File: config.mk
export PLATFORM = sky130hd
export DESIGN_NAME = mips_debug_ctrl_flat
export DESIGN_NICKNAME = d
export VERILOG_FILES = /design/src/rtl/mips_debug_ctrl_if.sv /design/src/rtl/mips_debug_ctrl.sv /design/src/flat_wrapper.sv
export SDC_FILE = /design/constraint.sdc
export NUM_CORES = 1
export LEC_CHECK = 0
export CAP_MARGIN = 5
export CORE_ASPECT_RATIO = 0.5
export CORE_MARGIN = 10
export CORE_UTILIZATION = 40
export DETAILED_ROUTE_END_ITERATION = 7
export PLACE_DENSITY = 0.71
export SLEW_MARGIN = 10
export SYNTH_ARGS = -nofsm -noshare
export SYNTH_HDL_FRONTEND = slang
export SYNTH_SLANG_ARGS = --single-unit
export TNS_END_PERCENT = 50
File: constraint.sdc
create_clock -name i_clk -period 7.6 [get_ports i_clk]
set_input_delay 1.52 -clock i_clk [delete_from_list [all_inputs] [get_ports i_clk]]
set_output_delay 1.52 -clock i_clk [all_outputs]
set_load 0.02 [all_outputs]
File: src/rtl/mips_debug_ctrl_if.sv
// mips_debug_ctrl_if: GPIO command/step link and core-side debug/imem signals of the run controller.
interface mips_debug_ctrl_if #(
    parameter int NB_BITS = 32,
    parameter int NB_ADDR = 10,
    parameter int NB_DBG  = 8
);
    logic               i_continue;
    logic               i_valid;
    logic               i_SCLK;
    logic [3:0]         i_SPI_cs;
    logic [NB_BITS-1:0] i_MOSI;
    logic               i_halt;
    logic [NB_BITS-1:0] i_dbg_data;
    logic [NB_BITS-1:0] o_MISO;
    logic               o_mips_en;
    logic               o_imem_we;
    logic [NB_ADDR-1:0] o_imem_addr;
    logic [NB_BITS-1:0] o_imem_data;
    logic [NB_DBG-1:0]  o_dbg_addr;
    logic [1:0]         o_state;

    modport slave (
        input  i_continue, i_valid, i_SCLK, i_SPI_cs, i_MOSI, i_halt, i_dbg_data,
        output o_MISO, o_mips_en, o_imem_we, o_imem_addr, o_imem_data, o_dbg_addr, o_state
    );
    modport master (
        output i_continue, i_valid, i_SCLK, i_SPI_cs, i_MOSI, i_halt, i_dbg_data,
        input  o_MISO, o_mips_en, o_imem_we, o_imem_addr, o_imem_data, o_dbg_addr, o_state
    );
endinterface

File: src/rtl/mips_debug_ctrl.sv
// mips_debug_ctrl: decodes GPIO serial commands to load imem / select readback,
// and sequences the MIPS core through halted, single-step, free-run and done.
module mips_debug_ctrl #(
    parameter int NB_BITS = 32,
    parameter int NB_ADDR = 10,
    parameter int NB_DBG  = 8
) (
    input logic i_clk,
    input logic i_rst,
    mips_debug_ctrl_if.slave bus
);
    typedef enum logic [1:0] {IDLE, STEP, RUN, DONE} state_t;
    localparam logic [1:0] SRC_DBG = 2'd0, SRC_CNT = 2'd1, SRC_STAT = 2'd2;

    state_t             state_q, state_d;
    logic [1:0]         cont_q;
    logic [2:0]         valid_q, sclk_q;
    logic [1:0][3:0]    cs_q;
    logic [1:0][15:0]   mosi_q;
    logic [15:0]        lo_q;
    logic [NB_BITS-1:0] data_q, cnt_q, dbg_q, miso_q, miso_d;
    logic               we_q;
    logic [NB_ADDR-1:0] addr_q;
    logic [NB_DBG-1:0]  dbg_addr_q;
    logic [1:0]         src_q;
    logic               cont, v_edge, mips_en, mem_ok;
    logic [3:0]         cmd;

    assign cont    = cont_q[1];
    assign v_edge  = valid_q[1] & ~valid_q[2];
    assign cmd     = (sclk_q[1] & ~sclk_q[2]) ? cs_q[1] : 4'h0;
    assign mips_en = (state_q == STEP) || (state_q == RUN);
    // Memory-loading commands must not race a running core's fetches.
    assign mem_ok  = (state_q == IDLE) || (state_q == DONE);

    always_comb begin
        state_d = state_q;
        case (state_q)
            IDLE:    state_d = cont ? RUN : (v_edge ? STEP : IDLE);
            STEP:    state_d = bus.i_halt ? DONE : IDLE;
            RUN:     state_d = bus.i_halt ? DONE : (cont ? RUN : IDLE);
            default: state_d = DONE;
        endcase
    end

    always_comb begin
        miso_d = src_q == SRC_CNT  ? cnt_q :
                 src_q == SRC_STAT ? {{(NB_BITS-2-NB_ADDR){1'b0}}, state_q, addr_q} : dbg_q;
    end

    always_ff @(posedge i_clk or posedge i_rst) begin
        if (i_rst) begin
            state_q    <= IDLE;
            cont_q     <= '0;
            valid_q    <= '0;
            sclk_q     <= '0;
            cs_q       <= '0;
            mosi_q     <= '0;
            lo_q       <= '0;
            data_q     <= '0;
            cnt_q      <= '0;
            dbg_q      <= '0;
            miso_q     <= '0;
            we_q       <= 1'b0;
            addr_q     <= '0;
            dbg_addr_q <= '0;
            src_q      <= SRC_DBG;
        end else begin
            state_q <= state_d;
            cont_q  <= {cont_q[0], bus.i_continue};
            valid_q <= {valid_q[1:0], bus.i_valid};
            sclk_q  <= {sclk_q[1:0], bus.i_SCLK};
            cs_q    <= {cs_q[0], bus.i_SPI_cs};
            mosi_q  <= {mosi_q[0], bus.i_MOSI[15:0]};
            cnt_q   <= (mips_en && !(&cnt_q)) ? cnt_q + 1'b1 : cnt_q;
            we_q    <= mem_ok && cmd == 4'h2;
            dbg_q   <= bus.i_dbg_data;
            miso_q  <= miso_d;
            if (mem_ok && cmd == 4'h1) lo_q <= mosi_q[1];
            if (mem_ok && cmd == 4'h2) data_q <= {mosi_q[1], lo_q};
            if (we_q) addr_q <= addr_q + 1'b1;
            else if (mem_ok && cmd == 4'h3) addr_q <= mosi_q[1][NB_ADDR-1:0];
            if (cmd == 4'h4) begin
                dbg_addr_q <= mosi_q[1][NB_DBG-1:0];
                src_q      <= SRC_DBG;
            end else if (cmd == 4'h5) src_q <= SRC_CNT;
            else if (cmd == 4'h6) src_q <= SRC_STAT;
        end
    end

    assign bus.o_MISO      = miso_q;
    assign bus.o_mips_en   = mips_en;
    assign bus.o_imem_we   = we_q;
    assign bus.o_imem_addr = addr_q;
    assign bus.o_imem_data = data_q;
    assign bus.o_dbg_addr  = dbg_addr_q;
    assign bus.o_state     = state_q;
endmodule

File: src/flat_wrapper.sv
// flat-port wrapper written by rule: the top's interface ports become plain ports
module mips_debug_ctrl_flat 
#(
    parameter int NB_BITS = 32,
    parameter int NB_ADDR = 10,
    parameter int NB_DBG  = 8
)
  (i_clk, i_rst, bus_i_continue, bus_i_valid, bus_i_SCLK, bus_i_SPI_cs, bus_i_MOSI, bus_i_halt, bus_i_dbg_data, bus_o_MISO, bus_o_mips_en, bus_o_imem_we, bus_o_imem_addr, bus_o_imem_data, bus_o_dbg_addr, bus_o_state);
  mips_debug_ctrl_if #(.NB_BITS(NB_BITS), .NB_ADDR(NB_ADDR), .NB_DBG(NB_DBG)) bus_i ();
  input logic i_clk;
  input logic i_rst;
  input wire logic [$bits(bus_i.i_continue)-1:0] bus_i_continue;
  input wire logic [$bits(bus_i.i_valid)-1:0] bus_i_valid;
  input wire logic [$bits(bus_i.i_SCLK)-1:0] bus_i_SCLK;
  input wire logic [$bits(bus_i.i_SPI_cs)-1:0] bus_i_SPI_cs;
  input wire logic [$bits(bus_i.i_MOSI)-1:0] bus_i_MOSI;
  input wire logic [$bits(bus_i.i_halt)-1:0] bus_i_halt;
  input wire logic [$bits(bus_i.i_dbg_data)-1:0] bus_i_dbg_data;
  output wire logic [$bits(bus_i.o_MISO)-1:0] bus_o_MISO;
  output wire logic [$bits(bus_i.o_mips_en)-1:0] bus_o_mips_en;
  output wire logic [$bits(bus_i.o_imem_we)-1:0] bus_o_imem_we;
  output wire logic [$bits(bus_i.o_imem_addr)-1:0] bus_o_imem_addr;
  output wire logic [$bits(bus_i.o_imem_data)-1:0] bus_o_imem_data;
  output wire logic [$bits(bus_i.o_dbg_addr)-1:0] bus_o_dbg_addr;
  output wire logic [$bits(bus_i.o_state)-1:0] bus_o_state;
  assign bus_i.i_continue = bus_i_continue;
  assign bus_i.i_valid = bus_i_valid;
  assign bus_i.i_SCLK = bus_i_SCLK;
  assign bus_i.i_SPI_cs = bus_i_SPI_cs;
  assign bus_i.i_MOSI = bus_i_MOSI;
  assign bus_i.i_halt = bus_i_halt;
  assign bus_i.i_dbg_data = bus_i_dbg_data;
  assign bus_o_MISO = bus_i.o_MISO;
  assign bus_o_mips_en = bus_i.o_mips_en;
  assign bus_o_imem_we = bus_i.o_imem_we;
  assign bus_o_imem_addr = bus_i.o_imem_addr;
  assign bus_o_imem_data = bus_i.o_imem_data;
  assign bus_o_dbg_addr = bus_i.o_dbg_addr;
  assign bus_o_state = bus_i.o_state;
  mips_debug_ctrl #(.NB_BITS(NB_BITS), .NB_ADDR(NB_ADDR), .NB_DBG(NB_DBG)) u_core (.i_clk(i_clk), .i_rst(i_rst), .bus(bus_i));
endmodule
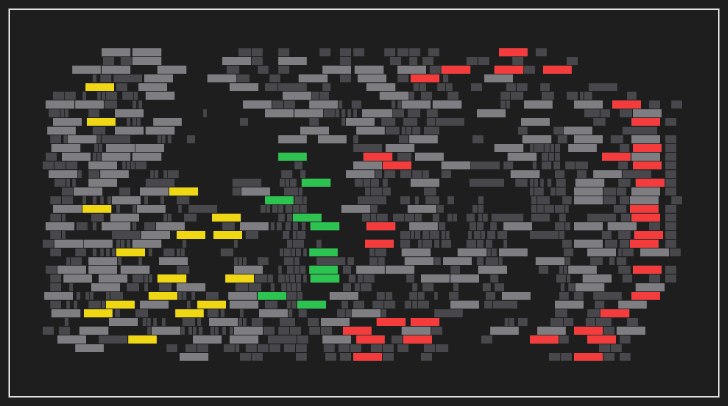
registers.png
- green: u_core.bus.o_imem_addr (placed flops 10)
- red: u_core.bus.o_MISO (placed flops 32)
- yellow: u_core.lo_q (placed flops 16)
- not colored: 157

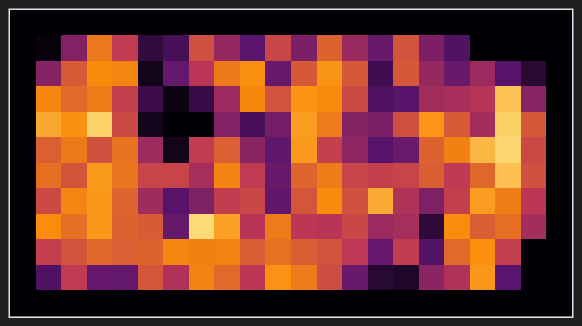
density.png
22 x 12 tiles, from black (low) to pale yellow (high), 0 to 100% covered.
- mean over tiles: 38%
- fullest tile: 92%
- nearly empty tiles: 27%
- tiles over 75% full: 9.1%
- emptiest ninth of the die: top right
placeable core region: 19700 um2
share of the core filled with cells: 0.532
floorplan-stage core utilization: 0.412

==> notes.md <==
State of the implementation.

- The share of total power dissipated in combinational logic is 0.261.
- The path class of the tightest hold or removal check is reg -> reg.
- The timing-limited maximum frequency is 0.262 GHz, for reference.
- Max-cap violations in this run came to 0.
- The internal power of the cells is 2.39 mW, for reference.
- The detailed placer reported the number of placed instances as 1035.
- Averaged over all synthesized cells, the footprint is 12.5 um2.
- The layout summary lists the proportion of cells stronger than drive strength 1 as 0.108.
- The number of cells on the critical path is 3, for reference.
- Per the layout area report, the sequential fraction of cell area is 0.513.
- The wire length recorded after detailed routing is 19000 um.
- For reference, the most critical setup path is categorized as reg -> out.
- Measured along the y axis, the die boundary spans 121 um.
- Once the clock tree was built, the resizer swapped 0 gates to a different size.
- The later pin in the worst-skew pair is clocked with a latency of 0.51 ns.
- The final hold slack is 0.342 ns, for reference.
- The end of the worst register-to-register path is u_core.bus.o_imem_data[27], for reference.
- The I/O pin total is 160, for reference.
- The buffer levels on the longest clock path is 3, for reference.
- The number of clock buffer instances in the layout is 27, for reference.
- The number of hold buffers added after CTS is 0, for reference.
- The power per standard cell area is 331 nW/um2, for reference.
- The post-layout net count is 871, for reference.
- The part of the cycle the worst path needs is 0.501, for reference.
- The nature of the critical path startpoint is a flip-flop, for reference.
- Summed over all layers, the global routing overflow is 0.
- The critical path data arrival time is 2.29 ns, for reference.
- The worst-case clock skew is 0.0274 ns, for reference.
- Of the combinational cells, the family taking the most area is simple AND/OR/NAND/NOR gates.
- Setup repair after global routing left no endpoint under its margin.
- The number of logged tool warnings is 47, for reference.
- Among all stages on the critical path, the largest delay is contributed by clkdlybuf4s50_1.
- In this run the static leakage power is 4.72 nW.
- The number of tapcells is 266, for reference.
- In the final routed layout, each cell accounts on average for 17.8 um.
- The DRC violation total after the first TritonRoute iteration is 311, for reference.
- The register share after synthesis is 0.664, for reference.
- The share of total power dissipated in sequential elements is 0.445.
- The design draws 3.47 mW.
- The max-slew violation count is 0, for reference.
- The repair_antennas step left the layout with diodes totalling 0.
- Routed signal wires occupy layers up through met4.
- The most popular library cell in the synthesized design by count is dfrtp_1, for reference.
- The main area contributors are dfrtp_1 (66%), mux2_2 (6.0%), nand2_1 (5.7%), a22o_1 (2.2%), xnor2_1 (2.1%).
- Per the synthesis report, the adder-cell share of the synthesized area is 0.00926.
- Subtracting the final worst setup slack from the clock period gives 3.81 ns.
- The flow ran to the end, and the final reports show no timing, DRC or antenna violations.
- The number of nets at floorplan is 728, for reference.
- The count of non-filler cells in the finished layout is 1069, for reference.
- Per the finish-stage timing summary, setup violations number 0.
- The area share of the largest cell type after synthesis is 0.664, for reference.
- The top cell family by delay on the critical path is buffers and inverters, for reference.
- The power report lists the combinational group at 906 uW.
- The routed layout has 5299 vias.
- STA on the placed design reports a worst setup slack of 3.98 ns.
- In the global route stage, met3 resource usage came out at 0.0486.
- The simple logic cell fraction of the synthesized area is 0.135, for reference.
- Listed in order, past its start point the critical path passes inv_1 -> ha_1 -> clkdlybuf4s50_1.
- Leaving out fill and tap cells, the most frequent cell in the layout is dfrtp_1.
- The yosys stat chip area is 8110 um2, for reference.
- The setup TNS is 0 ns, for reference.
- For this run, the detailed router reports a per-instance via density of 4.96.
- Fill cells in the final layout number 1680.
- The sum of routed wire segments on met1 is 8260 um, for reference.
- The path with the worst hold slack has its endpoint at u_core.mosi_q[18].
- Per the slew report, the remaining headroom to the max-slew limit stands at 0.272.
- Summing all multi-input logic gate instances after layout gives 2590 um2.
- The combined flip-flop and latch cell area is 5380 um2, for reference.
- The count of yosys warnings during synthesis is 0, for reference.
- The clock-pin slew reported for the worst setup and hold paths after clock tree synthesis is 0.07 ns, for reference.
- The critical path in the final layout is reported with a setup slack of 3.79 ns.
- The floorplan step defined a die boundary enclosing 26700 um2.
- The remaining number of nets flagged by the antenna check after routing is 0, for reference.
- The worst register-to-register path depth is 8.
- The switching component of the power is 1.08 mW, for reference.
- The highest fanout seen on the critical path is 8, for reference.
- Per the post-run analysis, buffers plus inverters along the critical path come to 2.
- Of all the cell area in the finished design, the clock network holds 0.0635.
- The routability congestion estimate is 0.829, for reference.
- In this run the tool buffered the top-level ports with 143 buffer cells.
- In this run the cell area measured after placement is 9810 um2.
- The met2 usage in global routing is 0.239, for reference.
- Per the synthesis report, the number of distinct cell types is 43.
- The wire length on met3 is 1170 um, for reference.
- The capture point of the critical path was reported as bus_o_mips_en.
- The initial antenna violation count came to 0.
- The largest net degree at the start of global routing is 164, for reference.
- The yosys stat cell total is 648, for reference.
- The total count of hold-check failures in the final report is 0, for reference.
- The remaining design rule violation count is 0, for reference.
- The reg2reg setup slack is 4.71 ns, for reference.
- CTS added clock buffers totalling 20.
- The iteration count recorded for the first detailed-route pass is 6.
- The beginning of the critical path is u_core.bus.o_state[0], for reference.
- At the pin with the least slew margin, the transition time is 1.09 ns.
- Yosys reported that registers with async set or reset make up 1.00.
- The area share of xor/xnor cells in the synthesized design is 0.0313, for reference.
- Counting every instance in the synthesized netlist gives 648.
- The via count of the first global-routing pass was 5564.
- Of the total standard cell area in the layout, the multi-input combinational portion is 0.247.
- Per the layout report, the design carries 148 non-clock buffers.
- Clock network power for this build is 1.02 mW.
- Counting flops and latches in the post-synthesis netlist gives 215.
- In this run, the synthesized area fraction spent on AND-OR/OR-AND gates is recorded as 0.0688.
- The share of total power dissipated in the clock network is 0.295.
- Looking at the reg2reg group, the worst path starts from u_core.bus.o_state[0].
- TritonCTS built the clock tree.
- The total setup buffers inserted after CTS is 0, for reference.
- Sorting the synthesized cells by how often they occur yields dfrtp_1 (215), nand2_1 (123), mux2_2 (43).
- The maximum cell stage delay along the critical path is 0.68 ns, for reference.
- The detailed placer's ending HPWL is 13100 um, for reference.
- The cell type contributing the most total cell area after synthesis is dfrtp_1, for reference.
- The non-clock inverter instance count of the final layout is 8, for reference.
- The area growth from synthesis to layout is 29.3%.
- The group that draws the most power in this run is registers.
- The highest supply drop recorded on VDD is 0.170 mV.
- The worst hold path passes through 0 cells.
- The combinational gate count is 398, for reference.
- The worst setup path is captured at an output port.
- For the worst min-delay path, the startpoint reported by OpenROAD is u_core.mosi_q[2].
- The width of the die is 221 um, for reference.
- The CTS root buffer is clkbuf_16, for reference.
- The mux cell area share after synthesis is 0.0758, for reference.
- The commonest register cell is dfrtp_1.
- The sequential group power is 1.54 mW, for reference.
- The first global-routing pass estimated 30800 um of wire.
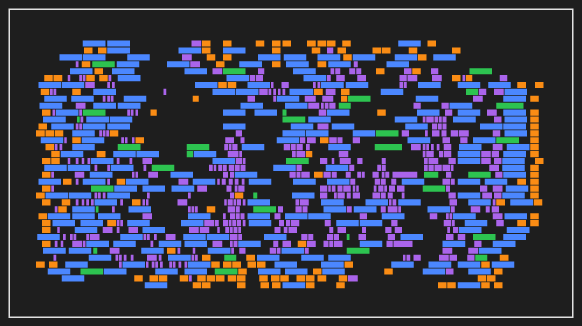
cell_classes.png
- green: clock drivers and dummy loads (cells 34)
- blue: flops (cells 215)
- purple: all other logic (cells 406)
- orange: other buffers and delay cells (cells 148)

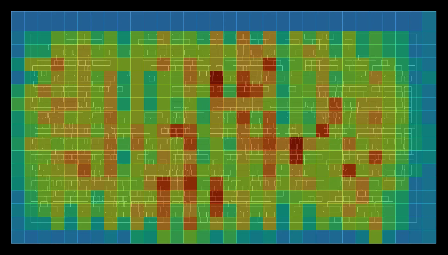
final_congestion.png
routing layer with the top usage in global route: met2
GRT Total Usage: 0.140
met1 Use GR: 0.170

Power and IR drop assume default switching activity.
